$ cat config.mk
export PLATFORM = sky130hd
export DESIGN_NAME = control_unit
export DESIGN_NICKNAME = d
export VERILOG_FILES = /design/src/rtl/cpu_pkg.sv /design/src/rtl/ctrl_step_decode.sv /design/src/rtl/control_unit.sv
export SDC_FILE = /design/constraint.sdc
export NUM_CORES = 1
export LEC_CHECK = 0
export ABC_AREA = 1
export CAP_MARGIN = 0
export CORE_ASPECT_RATIO = 1.75
export CORE_MARGIN = 2
export CORE_UTILIZATION = 30
export DETAILED_ROUTE_END_ITERATION = 16
export HOLD_SLACK_MARGIN = 0.15
export MAX_ROUTING_LAYER = met4
export PLACE_DENSITY = 0.75
export SLEW_MARGIN = 40
export SYNTH_ARGS = -nofsm -noshare
export SYNTH_HDL_FRONTEND = slang
export SYNTH_SLANG_ARGS = --single-unit
$ cat constraint.sdc
create_clock -name clk -period 2.74 [get_ports clk]
set_input_delay 0.548 -clock clk [delete_from_list [all_inputs] [get_ports clk]]
set_output_delay 0.548 -clock clk [all_outputs]
set_load 0.01 [all_outputs]
$ cat src/rtl/cpu_pkg.sv
// cpu_pkg: opcodes, ALU codes, sequencer states and the strobe bundle shared by the control unit
package cpu_pkg;

    localparam logic [4:0] OP_LD   = 5'b00000;
    localparam logic [4:0] OP_LDI  = 5'b00001;
    localparam logic [4:0] OP_ST   = 5'b00010;
    localparam logic [4:0] OP_ADD  = 5'b00011;
    localparam logic [4:0] OP_OR   = 5'b01011;
    localparam logic [4:0] OP_ADDI = 5'b01100;
    localparam logic [4:0] OP_ORI  = 5'b01110;
    localparam logic [4:0] OP_DIV  = 5'b01111;
    localparam logic [4:0] OP_MUL  = 5'b10000;
    localparam logic [4:0] OP_NEG  = 5'b10001;
    localparam logic [4:0] OP_NOT  = 5'b10010;
    localparam logic [4:0] OP_BR   = 5'b10011;
    localparam logic [4:0] OP_JR   = 5'b10100;
    localparam logic [4:0] OP_IN   = 5'b10110;
    localparam logic [4:0] OP_OUT  = 5'b10111;
    localparam logic [4:0] OP_MFHI = 5'b11000;
    localparam logic [4:0] OP_MFLO = 5'b11001;
    localparam logic [4:0] OP_NOP  = 5'b11010;
    localparam logic [4:0] OP_HALT = 5'b11011;

    localparam logic [4:0] ALU_ADD = 5'b00011;

    typedef enum logic [3:0] {
        RESET, T0, T1, T2, T3, T4, T5, T6, T7, PAUSE, HALT
    } state_t;

    typedef struct packed {
        logic gra, grb, grc, rin, rout, ba_out;
        logic pc_out, pc_in, inc_pc, mar_in, mdr_in, mdr_out, read, write, ir_in;
        logic y_in, z_in, zhigh_out, zlow_out, hi_in, lo_in, hi_out, lo_out;
        logic c_out, con_in, inport_out, outport_in;
        logic [4:0] alu_op;
    } ctrl_t;

    function automatic logic is_alu_reg(input logic [4:0] op);
        return op >= OP_ADD && op <= OP_OR;
    endfunction

    function automatic logic is_alu_imm(input logic [4:0] op);
        return op >= OP_ADDI && op <= OP_ORI;
    endfunction

    // Final execute step of each instruction; anything unlisted behaves as nop and ends after fetch.
    function automatic state_t last_step(input logic [4:0] op);
        return (op == OP_LD || op == OP_ST) ? T7 :
               (op == OP_MUL || op == OP_DIV || op == OP_BR) ? T6 :
               (is_alu_reg(op) || is_alu_imm(op) || op == OP_LDI) ? T5 :
               (op == OP_NEG || op == OP_NOT) ? T4 :
               (op inside {OP_JR, OP_IN, OP_OUT, OP_MFHI, OP_MFLO, OP_HALT}) ? T3 : T2;
    endfunction

endpackage

$ cat src/rtl/ctrl_step_decode.sv
// ctrl_step_decode: combinational (state, opcode, CON) to strobe-vector decode
module ctrl_step_decode
    import cpu_pkg::*;
(
    input  state_t     state,
    input  logic [4:0] op,
    input  logic       con,
    output ctrl_t      c
);

    logic alu_r, alu_i, neg_not, mul_div, mem;

    assign alu_r   = is_alu_reg(op);
    assign alu_i   = is_alu_imm(op);
    assign neg_not = op == OP_NEG || op == OP_NOT;
    assign mul_div = op == OP_MUL || op == OP_DIV;
    assign mem     = op == OP_LD || op == OP_LDI || op == OP_ST;

    // Fetch steps ignore the opcode; execute steps decode it from T3 on.
    always_comb begin
        c = '0;
        case (state)
            T0: begin
                c.pc_out = 1'b1; c.mar_in = 1'b1; c.inc_pc = 1'b1; c.z_in = 1'b1;
            end
            T1: begin
                c.zlow_out = 1'b1; c.pc_in = 1'b1; c.read = 1'b1; c.mdr_in = 1'b1;
            end
            T2: begin
                c.mdr_out = 1'b1; c.ir_in = 1'b1;
            end
            T3: begin
                if (alu_r || alu_i) begin
                    c.grb = 1'b1; c.rout = 1'b1; c.y_in = 1'b1;
                end else if (neg_not) begin
                    c.grb = 1'b1; c.rout = 1'b1; c.z_in = 1'b1; c.alu_op = op;
                end else if (mul_div) begin
                    c.gra = 1'b1; c.rout = 1'b1; c.y_in = 1'b1;
                end else if (mem) begin
                    c.grb = 1'b1; c.ba_out = 1'b1; c.y_in = 1'b1;
                end else if (op == OP_BR) begin
                    c.gra = 1'b1; c.rout = 1'b1; c.con_in = 1'b1;
                end else if (op == OP_JR) begin
                    c.gra = 1'b1; c.rout = 1'b1; c.pc_in = 1'b1;
                end else if (op == OP_IN) begin
                    c.gra = 1'b1; c.rin = 1'b1; c.inport_out = 1'b1;
                end else if (op == OP_OUT) begin
                    c.gra = 1'b1; c.rout = 1'b1; c.outport_in = 1'b1;
                end else if (op == OP_MFHI || op == OP_MFLO) begin
                    c.gra = 1'b1; c.rin = 1'b1; c.hi_out = op == OP_MFHI; c.lo_out = op == OP_MFLO;
                end
            end
            T4: begin
                if (alu_r) begin
                    c.grc = 1'b1; c.rout = 1'b1; c.z_in = 1'b1; c.alu_op = op;
                end else if (alu_i) begin
                    c.c_out = 1'b1; c.z_in = 1'b1; c.alu_op = op;
                end else if (neg_not) begin
                    c.zlow_out = 1'b1; c.gra = 1'b1; c.rin = 1'b1;
                end else if (mul_div) begin
                    c.grb = 1'b1; c.rout = 1'b1; c.z_in = 1'b1; c.alu_op = op;
                end else if (mem) begin
                    c.c_out = 1'b1; c.z_in = 1'b1; c.alu_op = ALU_ADD;
                end else if (op == OP_BR) begin
                    c.pc_out = 1'b1; c.y_in = 1'b1;
                end
            end
            T5: begin
                if (alu_r || alu_i || op == OP_LDI) begin
                    c.zlow_out = 1'b1; c.gra = 1'b1; c.rin = 1'b1;
                end else if (mul_div) begin
                    c.zlow_out = 1'b1; c.lo_in = 1'b1;
                end else if (op == OP_LD || op == OP_ST) begin
                    c.zlow_out = 1'b1; c.mar_in = 1'b1;
                end else if (op == OP_BR) begin
                    c.c_out = 1'b1; c.z_in = 1'b1; c.alu_op = ALU_ADD;
                end
            end
            T6: begin
                if (mul_div) begin
                    c.zhigh_out = 1'b1; c.hi_in = 1'b1;
                end else if (op == OP_LD) begin
                    c.read = 1'b1; c.mdr_in = 1'b1;
                end else if (op == OP_ST) begin
                    c.gra = 1'b1; c.rout = 1'b1; c.mdr_in = 1'b1;
                end else if (op == OP_BR) begin
                    c.zlow_out = 1'b1; c.pc_in = con;
                end
            end
            T7: begin
                if (op == OP_LD) begin
                    c.mdr_out = 1'b1; c.gra = 1'b1; c.rin = 1'b1;
                end else if (op == OP_ST) begin
                    c.write = 1'b1;
                end
            end
            default: c = '0;
        endcase
    end

endmodule

$ cat src/rtl/control_unit.sv
// control_unit: multi-cycle instruction sequencer driving datapath strobes from state and opcode
module control_unit
    import cpu_pkg::*;
(
    input  logic        clk,
    input  logic        reset,
    input  logic        stop,
    input  logic [31:0] IR,
    input  logic        CON,
    output logic        Gra, Grb, Grc, Rin, Rout, BAout,
    output logic        PCout, PCin, IncPC, MARin, MDRin, MDRout, Read, Write, IRin,
    output logic        Yin, Zin, Zhighout, Zlowout, HIin, LOin, HIout, LOout,
    output logic        Cout, CONin, InPortout, OutPortin,
    output logic [4:0]  alu_op,
    output logic        Run
);

    state_t     state, nxt;
    ctrl_t      c;
    logic [4:0] op;
    logic       unused_ir;

    assign op        = IR[31:27];
    assign unused_ir = ^IR[26:0];

    // State register; reset abandons any partial instruction immediately.
    always_ff @(posedge clk or posedge reset) begin
        if (reset) state <= RESET;
        else state <= nxt;
    end

    // Step sequencing; the opcode only matters at T2 (nop ends there) and later.
    always_comb begin
        nxt = state;
        case (state)
            RESET:   nxt = T0;
            PAUSE:   nxt = stop ? PAUSE : T0;
            HALT:    nxt = HALT;
            default: nxt = (state == T3 && op == OP_HALT) ? HALT :
                           (state == last_step(op)) ? (stop ? PAUSE : T0) :
                           state_t'(state + 4'd1);
        endcase
    end

    ctrl_step_decode u_dec (.state(state), .op(op), .con(CON), .c(c));

    assign {Gra, Grb, Grc, Rin, Rout, BAout} = {c.gra, c.grb, c.grc, c.rin, c.rout, c.ba_out};
    assign {PCout, PCin, IncPC, MARin, MDRin, MDRout, Read, Write, IRin} =
           {c.pc_out, c.pc_in, c.inc_pc, c.mar_in, c.mdr_in, c.mdr_out, c.read, c.write, c.ir_in};
    assign {Yin, Zin, Zhighout, Zlowout, HIin, LOin, HIout, LOout} =
           {c.y_in, c.z_in, c.zhigh_out, c.zlow_out, c.hi_in, c.lo_in, c.hi_out, c.lo_out};
    assign {Cout, CONin, InPortout, OutPortin} = {c.c_out, c.con_in, c.inport_out, c.outport_in};
    assign alu_op = c.alu_op;
    assign Run    = !(state inside {RESET, PAUSE, HALT});

endmodule
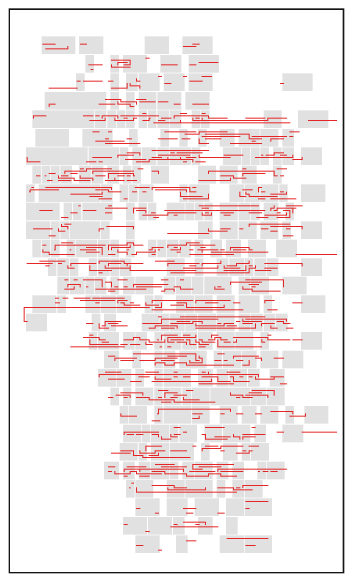
(run_1/m1.png)
wire length on this layer: 1420 microns
longest straight run: 23.5 microns
share of all routed wire: 36%
nets with wire on the layer: 272

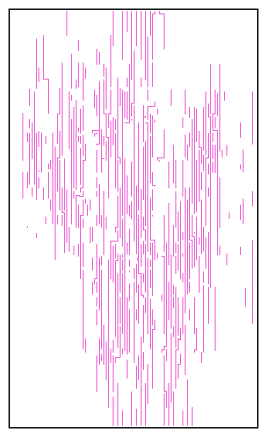
(run_1/m2.png)
nets with wire on the layer: 259
main direction: vertical
share of all routed wire: 59%
wire length on this layer: 2340 microns
longest straight run: 38.1 microns

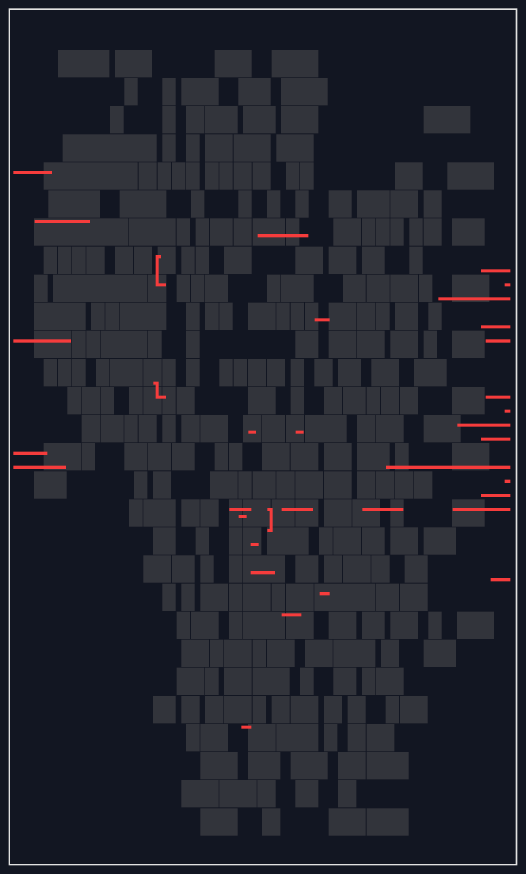
(run_1/m3.png)
main direction: horizontal
nets with wire on the layer: 29
wire length on this layer: 95.1 microns

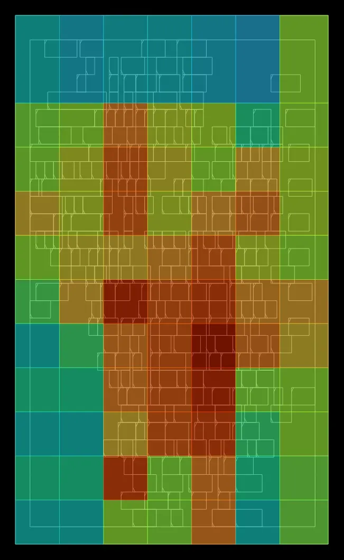
(run_1/congestion_map.png)
Most Crowded Layer GR: met2
M1 GR Usage: 0.171
drt wl/cell: 11.8 microns

run 1: worst max-delay path, cell delays in order:
cell             delay, ns
clkdlybuf4s15_2       0.22
nor2_4                0.14
buf_4                 0.13
nand2_2               0.06
nor3_4                0.20
nand2_1               0.15
o21ai_0               0.11
clkdlybuf4s50_1       0.56
run 1: worst max-delay path by stage:
stage               depth (start not counted)   endpoint  slack (ns)
CTS                                        11       Cout        0.01
global placement                           10  alu_op[0]       -0.45
floorplan                                  12  alu_op[0]        0.48
detailed placement                         13  alu_op[0]       -0.45
finish                                      8  alu_op[4]        0.07
global route                                8  alu_op[4]      -0.001
run 1: cells by family after synthesis:
family                   count (synthesis)  share of synthesized area
AND/OR/NAND/NOR                        117                      0.534
XOR/XNOR                                 2                     0.0165
adder cells (fa/ha/maj)                  4                     0.0471
buffers and inverters                   46                      0.175
AND-OR/OR-AND                           25                      0.133
flip-flops                               4                     0.0942
run 1: power breakdown:
part | leakage [nW] | total, mW | internal [mW] | switching [mW]
registers | 0.0492 | 0.139 | 0.0903 | 0.0483
clock network | 0.0216 | 0.121 | 0.0934 | 0.0275
logic | 1.01 | 0.752 | 0.330 | 0.422
total | 1.08 | 1.01 | 0.514 | 0.498
run 1: through the flow:
stage                     instance area, sq um  setup slack (ns)
final                                     1930            0.0746
after global routing                      1930          -0.00139
after CTS                                 1910           0.00950
after detailed placement                  1820            -0.454
after global placement                    1820            -0.452
after floorplan                           1060             0.481
run 1: routing by layer:
metal  up-vias  part of all wire
met5         -                 0
met4         0             0.020
met3         9             0.024
met2        43              0.59
met1       705              0.36
li1        811                 -
run 1: area by class of cell:
cell class                 instances  area [sq um]
clock buffer                       3          41.3
fill                             350          1470
inverter                          42           159
multi-input combinational        148           808
sequential                         4           100
tap                               45          56.3
timing repair buffer              91           767
==> metrics.yaml, run 1 <==
status: "complete, no violations"
worst_slew_pin_slew_ns: 0.386
top_regs: "state x4"
worstReg2RegStart: "state[0]$_DFF_PP0_"
max-slew-margin-rel: 0.740
nets: 330
synth_area_sq_um: 1060
rsz0062_at_grt: "true"
whs_ns: 0.518
required_ns: 2.19
met2_usage: 0.460
die_x_microns: 49.0
reg2reg_depth: 9
largest_register: "state"
common_cells: "37 x nand2_1, 33 x inv_1, 26 x nor2_1"
yosys.area.top_type: "nand2_1"
drt_iter0_drc: 32
ys_cells: 198
worstSkewPairLatency_ns: 0.21
synthTopCellsByArea: "nand2_1 13%, inv_1 12%, nand3_1 10%"
ant_nets: 0
grt_first_pass_wirelength_microns: 6400
cts_tree: "built"
cts_setup_buffers: 6
yosys_warnings: 0
synthCells: 198
drv_slew: 0
cts_buffer_depth: 2
avgSynthCellArea_sq_um: 5.36
placed_cells: 323
end_kind: "output pin"
initCoreUtil: 0.313
criticalPathCategory: "in -> out"
r2r-end: "state[0]$_DFF_PP0_"
peakVddDrop_mv: 0.593
critPathMaxFanout: 5
drv_cap: 0
edf_count: 0
synth_dominant_cell_count: "nand2_1"
drc: 0
grt_max_degree: 10
async_flop_share: 1.00
top_area_frac: 0.131
hold_violations: 0
ios: 69
synthDistinctLibCells: 31
place.gp.congestion: 0.931
antenna_cells: 0
htree_levels: 1
use_met3: 0.0108
finalCritPeriodShare: 0.973
drt-total-wl_microns: 3930
core_area_sq_um: 3400
fin_skew_ns: 0.000118
vias: 1568
finalNonFillerCells: 333
finalSetupViolCount: 0
post_cts.resized_instances: 27
grt_overflow: 0
root_buffer: "clkbuf_8"
fin_setup_tns_ns: 0
detailed_place_hpwl_microns: 3330
finalPower_mw: 1.01
min_period_ns: 2.67
ys_seq_share: 0.0942
power.density_nw_per_um2: 523
die-area_sq_um: 4050
cts_buffers: 3
grtUsageTotal: 0.204
hp-class: "in -> async"
crit_start: "IR[30]"
largest_register_ffs: 4
tool_warnings: 57
synth.net_count: 238
p_leak_nw: 1.08
fin_util: 0.568
worst-endpoint-arrival_ns: 2.12
hold_buffers: 0
yosysChipArea_sq_um: 1060
layout_top_cell: "buf_4"
cts_sinks: 4
==> run 2, diff against run 1 <==
--- a/config.mk
+++ b/config.mk
@@ -13,7 +13,7 @@
 export DETAILED_ROUTE_END_ITERATION = 16
 export HOLD_SLACK_MARGIN = 0.15
 export MAX_ROUTING_LAYER = met4
-export PLACE_DENSITY = 0.75
+export PLACE_DENSITY = 0.68
 export SLEW_MARGIN = 40
 export SYNTH_ARGS = -nofsm -noshare
 export SYNTH_HDL_FRONTEND = slang
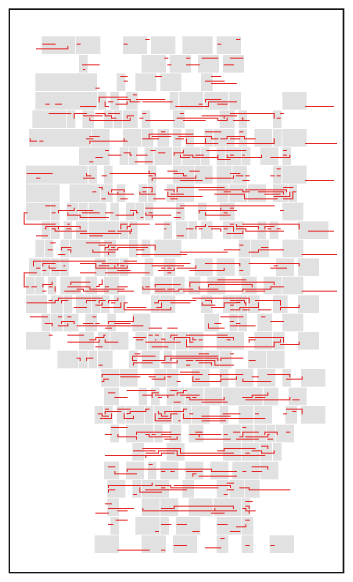
(run_2/m1.png)
main direction: horizontal
wire length on this layer: 1380 microns
nets with wire on the layer: 270
routed via count: 1539
final WL: 3840 microns
M1 GR Usage: 0.176

==> metrics.yaml, run 2 <==
status: "complete, no violations"
critPathMaxFanout: 7  # +2
ys_cells: 198  # unchanged
ys_seq_share: 0.0942  # unchanged
edf_count: 0  # unchanged
cts_tree: "built"
placed_area_sq_um: 1860  # +2.1%
hold_violations: 0  # unchanged
async_flop_share: 1.00  # unchanged
initCoreUtil: 0.313  # unchanged
max-slew-margin-rel: 0.729  # -0.0111
postLayoutSetupSlackWorst_ns: 0.100  # +0.0256 ns
dp_slack_ns: -0.475  # -0.0207 ns
min_period_ns: 2.64  # -0.0256 ns
drc: 0  # unchanged
p_comb_frac: 0.778  # +0.035
grt_first_pass_wirelength_microns: 6180  # -3.5%
placed_cells: 328  # +1.5%
final_cell_area_sq_um: 1910  # -1.4%
synthAdderAreaFrac: 0.0471  # unchanged
fin_skew_ns: 0.000317  # +0.000199 ns
power.density_nw_per_um2: 546  # +4.4%
criticalPathCategory: "in -> out"
synth.net_count: 238  # unchanged
worstReg2RegStart: "state[0]$_DFF_PP0_"
detailed_place_hpwl_microns: 3390  # +1.8%
fill_cells: 371  # +6.0%
synthMuxAreaShare: 0  # unchanged
clkPwrFrac: 0.115  # -0.004
core_area_sq_um: 3400  # unchanged
largest_register: "state"
fin_setup_tns_ns: 0  # unchanged
slowest_stage: "clkdlybuf4s50_1"
peakVddDrop_mv: 0.621  # +4.7%
ant_nets: 0  # unchanged
worst_slew_pin_slew_ns: 0.403  # +0.0175 ns
root_buffer: "clkbuf_8"
crit_start: "IR[31]"
rsz0062_at_grt: "false"
top_area_frac: 0.131  # unchanged
synth_area_sq_um: 1060  # unchanged
yosys_warnings: 0  # unchanged
worst-endpoint-arrival_ns: 2.09  # -0.03 ns
cp-endpoint: "PCin"
yosysChipArea_sq_um: 1060  # unchanged
cp_cell_sequence: "clkdlybuf4s18_2, buf_4, nand3_1, inv_1, nand3_1, o211ai_1, clkdlybuf4s50_1"
r2r-end: "state[0]$_DFF_PP0_"
required_ns: 2.19  # about the same
cp_top_family: "buffers and inverters"
ys_sh_simple: 0.534  # unchanged
grt_overflow: 0  # unchanged
synth_dominant_cell_count: "nand2_1"
largest_register_ffs: 4  # unchanged
switching_share: 0.480  # -0.0119
synthTopCellsByArea: "nand2_1 13%, inv_1 12%, nand3_1 10%"
htree_levels: 1  # unchanged
top_regs: "state x4"
die-area_sq_um: 4050  # unchanged
cts_sinks: 4  # unchanged
reg2reg_depth: 9  # unchanged
p_leak_nw: 1.03  # -4.1%
ys_sh_aoi: 0.133  # unchanged
layout_top_cell: "buf_4"
cts_buffers: 3  # unchanged
grtUsageTotal: 0.199  # -0.00540
hp-class: "in -> async"
end_kind: "output pin"
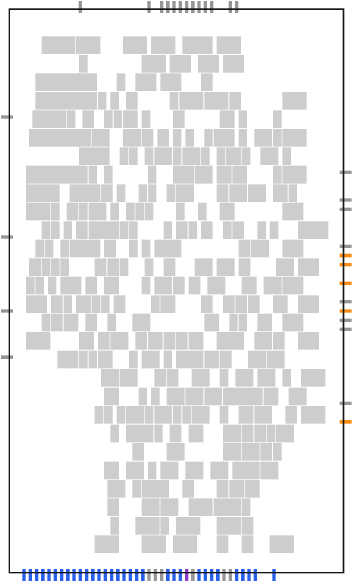
(run_2/pinout.png)
Pins as bars across the die edge, other pins in gray.
legend:
  `IR`:
    color: blue
    pins: 32
    direction: input
    edge: south
  `CON`:
    color: purple
    pins: 1
    direction: input
    edge: south
  `alu_op`:
    color: orange
    pins: 5
    direction: output
    edge: east
all pins by edge: 39 south, 13 east, 13 north, 4 west
I/O Buffers: 41
Die Width: 49.0 microns
Die Y: 82.7 microns

==> run 2: cell counts after synthesis <==
Identical to the previous run, type by type.
==> run 2: logic make-up after synthesis <==
family / after synthesis
compound gates: 25
flops: 4
xor+xnor: 2
simple gates: 117
buf+inv: 46
fa+ha+maj: 4
==> run 2: final cells by class <==
| type | instances | area [sq um] | area share |
|---|---|---|---|
| flip-flops and latches | 4 | 100 | 0.0525 |
| multi-input cells | 148 | 810 | 0.425 |
| clock buffers | 3 | 41.3 | 0.0217 |
| well taps | 45 | 56.3 | 0.0295 |
| inverters | 42 | 159 | 0.0834 |
| repair buffers | 89 | 739 | 0.388 |
==> run 2: timing repair <==
action | 4_1_cts | 5_1_grt
setup endpoints to repair | 29 | 18
cloned | 0 | 0
resized | 25 | 17
hold buffers | 0 | 0
==> run 2: per-layer routing <==
| layer | global-route usage | wire, microns | part of all wire | vias up |
|---|---|---|---|---|
| li1 | - | - | - | 803 |
| met1 | 0.176 | 1380 | 0.36 | 685 |
| met2 | 0.437 | 2280 | 0.59 | 42 |
| met3 | 0.00899 | 100 | 0.026 | 9 |
| met4 | 0.0657 | 86 | 0.022 | 0 |
| met5 | - | 0 | 0 | - |
==> run 2: stage by stage <==
step                utilization  hold slack, ns  power (mW)
finish                    0.561           0.518        1.04
global route              0.561           0.540        1.15
CTS                       0.559           0.522        1.04
detailed placement        0.548           0.675       0.944
global placement          0.548           0.650       0.934
floorplan                     -           0.314       0.564
==> run 2: power groups by stage <==
stage          registers [mW]  clock network [mW]  logic (mW)
6_report                0.111               0.119       0.810
5_1_grt                 0.115               0.126       0.908
4_1_cts                 0.111               0.123       0.810
3_5_place_dp            0.112                   0       0.832
3_3_place_gp            0.110                   0       0.824
2_1_floorplan           0.114                   0       0.450
==> run 3, diff against run 2 <==
--- a/config.mk
+++ b/config.mk
@@ -13,7 +13,7 @@
 export DETAILED_ROUTE_END_ITERATION = 16
 export HOLD_SLACK_MARGIN = 0.15
 export MAX_ROUTING_LAYER = met4
-export PLACE_DENSITY = 0.68
+export PLACE_DENSITY = 0.69
 export SLEW_MARGIN = 40
 export SYNTH_ARGS = -nofsm -noshare
 export SYNTH_HDL_FRONTEND = slang
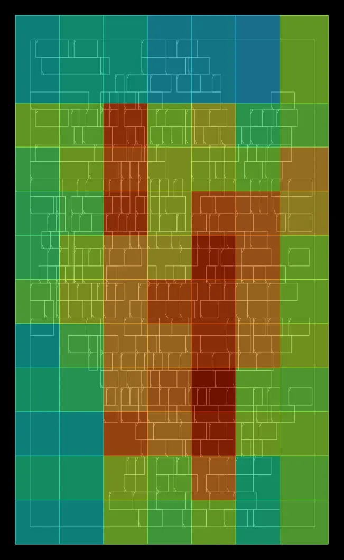
(run_3/congestion_map.png)
M1 GR Usage: 0.184
drt wl/cell: 11.8 microns
met3 Usage GRT: 0.0126
Global Route met2 Usage: 0.427
GRT Total Usage: 0.197

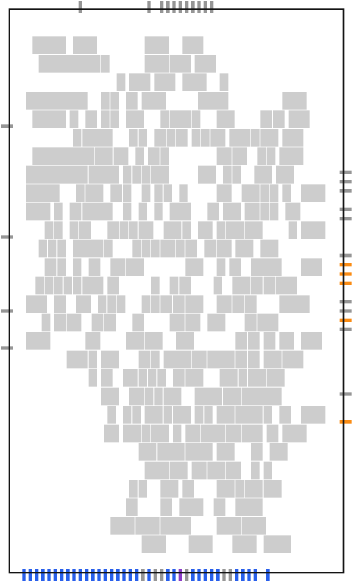
(run_3/pinout.png)
Pins as bars across the die edge, other pins in gray.
legend:
  `IR`:
    color: blue
    pins: 32
    direction: input
    edge: south
  `alu_op`:
    color: orange
    pins: 5
    direction: output
    edge: east
  `CON`:
    color: purple
    pins: 1
    direction: input
    edge: south
all pins by edge: 39 south, 15 east, 11 north, 4 west

==> metrics.yaml, run 3 <==
status: "complete, no violations"
synthCells: 198
fin_util: 0.564  # +0.00331
drt-total-wl_microns: 3870  # +0.76%
antenna_found_initial: 0
topCombFamilyByArea: "simple AND/OR/NAND/NOR gates"
cts_tree: "built"
synth_dominant_cell_count: "nand2_1"
whs_ns: 0.518  # +0.000635 ns
fin_skew_ns: 0.000284  # -0.0000330 ns
max-slew-margin-rel: 0.784  # +0.0548
synth_area_sq_um: 1060  # unchanged
hold_buffers: 0  # unchanged
tool_warnings: 57
grt_first_pass_wirelength_microns: 6190  # +0.11%
nets: 325
common_cells: "37 x nand2_1, 33 x inv_1, 26 x nor2_1"
placed_cells: 323  # -1.5%
vias_per_cell: 4.66
core.rowCount: 28
ys_seq_share: 0.0942  # unchanged
ys_sh_aoi: 0.133  # unchanged
finalSetupViolCount: 0
min_period_ns: 2.65  # +0.0138 ns
layout_top_cell: "buf_4"
crit_buf_inv: 5
final_cell_area_sq_um: 1920  # +0.59%
worstSkewPairLatency_ns: 0.21
first_pass_iters: 4
yosys.area.top_type: "nand2_1"
layout-drive-gt1-share: 0.318
fmaxAchievable_mhz: 377
finalCritPeriodShare: 0.968
flop_cell: "dfrtp_1"
ios: 69
synthMuxAreaShare: 0  # unchanged
worst_slew_pin_slew_ns: 0.322  # -0.0816 ns
synth_flops: 4
vias: 1529  # -0.65%
power.density_nw_per_um2: 536  # -1.9%
grt_pass1_vias: 1461
path_clk_slew_ns: 0.03
postLayoutSetupSlackWorst_ns: 0.0865  # -0.0138 ns
core_area_sq_um: 3400  # unchanged
synthDistinctLibCells: 31
root_buffer: "clkbuf_8"
initCoreUtil: 0.313  # unchanged
drv_slew: 0
async_flop_share: 1.00  # unchanged
fin_setup_tns_ns: 0  # unchanged
grt_overflow: 0  # unchanged
drt_iter0_drc: 43
top_regs: "state x4"
hp-class: "in -> async"
die-area_sq_um: 4050  # unchanged
cts_buffer_depth: 2
finalNonFillerCells: 328
required_ns: 2.19  # about the same
cp_slowest_stage_delay_ns: 0.28
crit_top_cell: "inv_2"
end_kind: "output pin"
die_x_microns: 49.0  # unchanged
synth-xor-area-share: 0.0165
finalPower_mw: 1.03  # -1.3%
yosys_warnings: 0  # unchanged
hold_violations: 0  # unchanged
antenna_cells: 0
layout_top_cells: "45 x buf_4, 36 x nand2_1, 32 x inv_1"
cts_sinks: 4  # unchanged
grt_max_degree: 10
dp_slack_ns: -0.505  # -0.0299 ns
htree_levels: 1  # unchanged
edf_count: 0  # unchanged
p_leak_nw: 1.06  # +3.1%
slowest_stage: "dlygate4sd2_1"
place.gp.congestion: 0.973
dieHeight_microns: 82.7  # unchanged
avgSynthCellArea_sq_um: 5.36
placed_area_sq_um: 1820  # -2.0%
ant_nets: 0  # unchanged
ys_sh_simple: 0.534  # unchanged
peakVddDrop_mv: 0.549  # -12%
drc: 0  # unchanged
detailed_place_hpwl_microns: 3300  # -2.5%
largest_register_ffs: 4  # unchanged
crit_path_start_kind: "input port"
synthAdderAreaFrac: 0.0471  # unchanged
criticalPathCategory: "in -> out"
r2r_slack_ns: 1.02
cts_buffers: 3  # unchanged
synthTopCellsByArea: "nand2_1 13%, inv_1 12%, nand3_1 10%"
largest_register: "state"
cp_cell_sequence: "clkdlybuf4s15_1, nor2_4, nand3_2, and2_1, clkinv_2, nor2_2, nand2_2, inv_2, o21ai_2, inv_2, o21ai_1, dlygate4sd2_1"
yosysChipArea_sq_um: 1060  # unchanged
synth.net_count: 238  # unchanged
port_buffers: 41  # unchanged
drv_cap: 0
ys_cells: 198  # unchanged
top_area_frac: 0.131  # unchanged
area_growth_syn_to_layout_pct: 80.4
cp_top_family: "simple AND/OR/NAND/NOR gates"
critPathMaxFanout: 5  # -2
worst-endpoint-arrival_ns: 2.11  # +0.02 ns
## run 3: cell counts after synthesis
Identical to the previous run, type by type.
## run 3: final timing paths
check / startpoint / to / cells past startpoint
hold reg to reg: state[0]$_DFF_PP0_ / state[0]$_DFF_PP0_ / 3
max in group asynchronous: reset / state[3]$_DFF_PP0_ / 2
min in group clk: state[0]$_DFF_PP0_ / state[0]$_DFF_PP0_ / 3
setup reg to reg: state[2]$_DFF_PP0_ / state[0]$_DFF_PP0_ / 9
setup / recovery: IR[30] / alu_op[0] / 12
hold / removal: reset / state[2]$_DFF_PP0_ / 2
## run 3: final cells by class
cell class	instances	area, sq um
fill	366	1480
sequential	4	100
tap	45	56.3
inverter	42	159
multi-input combinational	148	822
timing repair buffer	86	738
clock buffer	3	41.3
## run 3: cell families after synthesis
kind of cell | after synthesis
AND/OR/NAND/NOR | 117
buffers and inverters | 46
AND-OR/OR-AND | 25
adder cells (fa/ha/maj) | 4
flip-flops | 4
XOR/XNOR | 2
## run 3: where the power goes
part	internal [mW]	switching (mW)	leakage [nW]
Sequential	0.0903	0.0347	0.0492
Clock	0.0932	0.0259	0.0216
Combinational	0.346	0.438	0.994
Total	0.529	0.498	1.06
## run 3: what timing repair did
action                     4_1_cts  5_1_grt
buffers inserted                 0        2
resized                         26       18
pin swaps                        1        2
setup endpoints to repair       29       13
## run 3: layer usage
| metal | GRT usage | part of all wire | vias to the layer above |
|---|---|---|---|
| met5 | - | 0 | - |
| li1 | - | - | 794 |
| met4 | 0.0429 | 0.011 | 0 |
| met2 | 0.427 | 0.60 | 31 |
| met1 | 0.184 | 0.37 | 698 |
| met3 | 0.0126 | 0.018 | 6 |
Power is estimated from default activity; no workload was simulated.
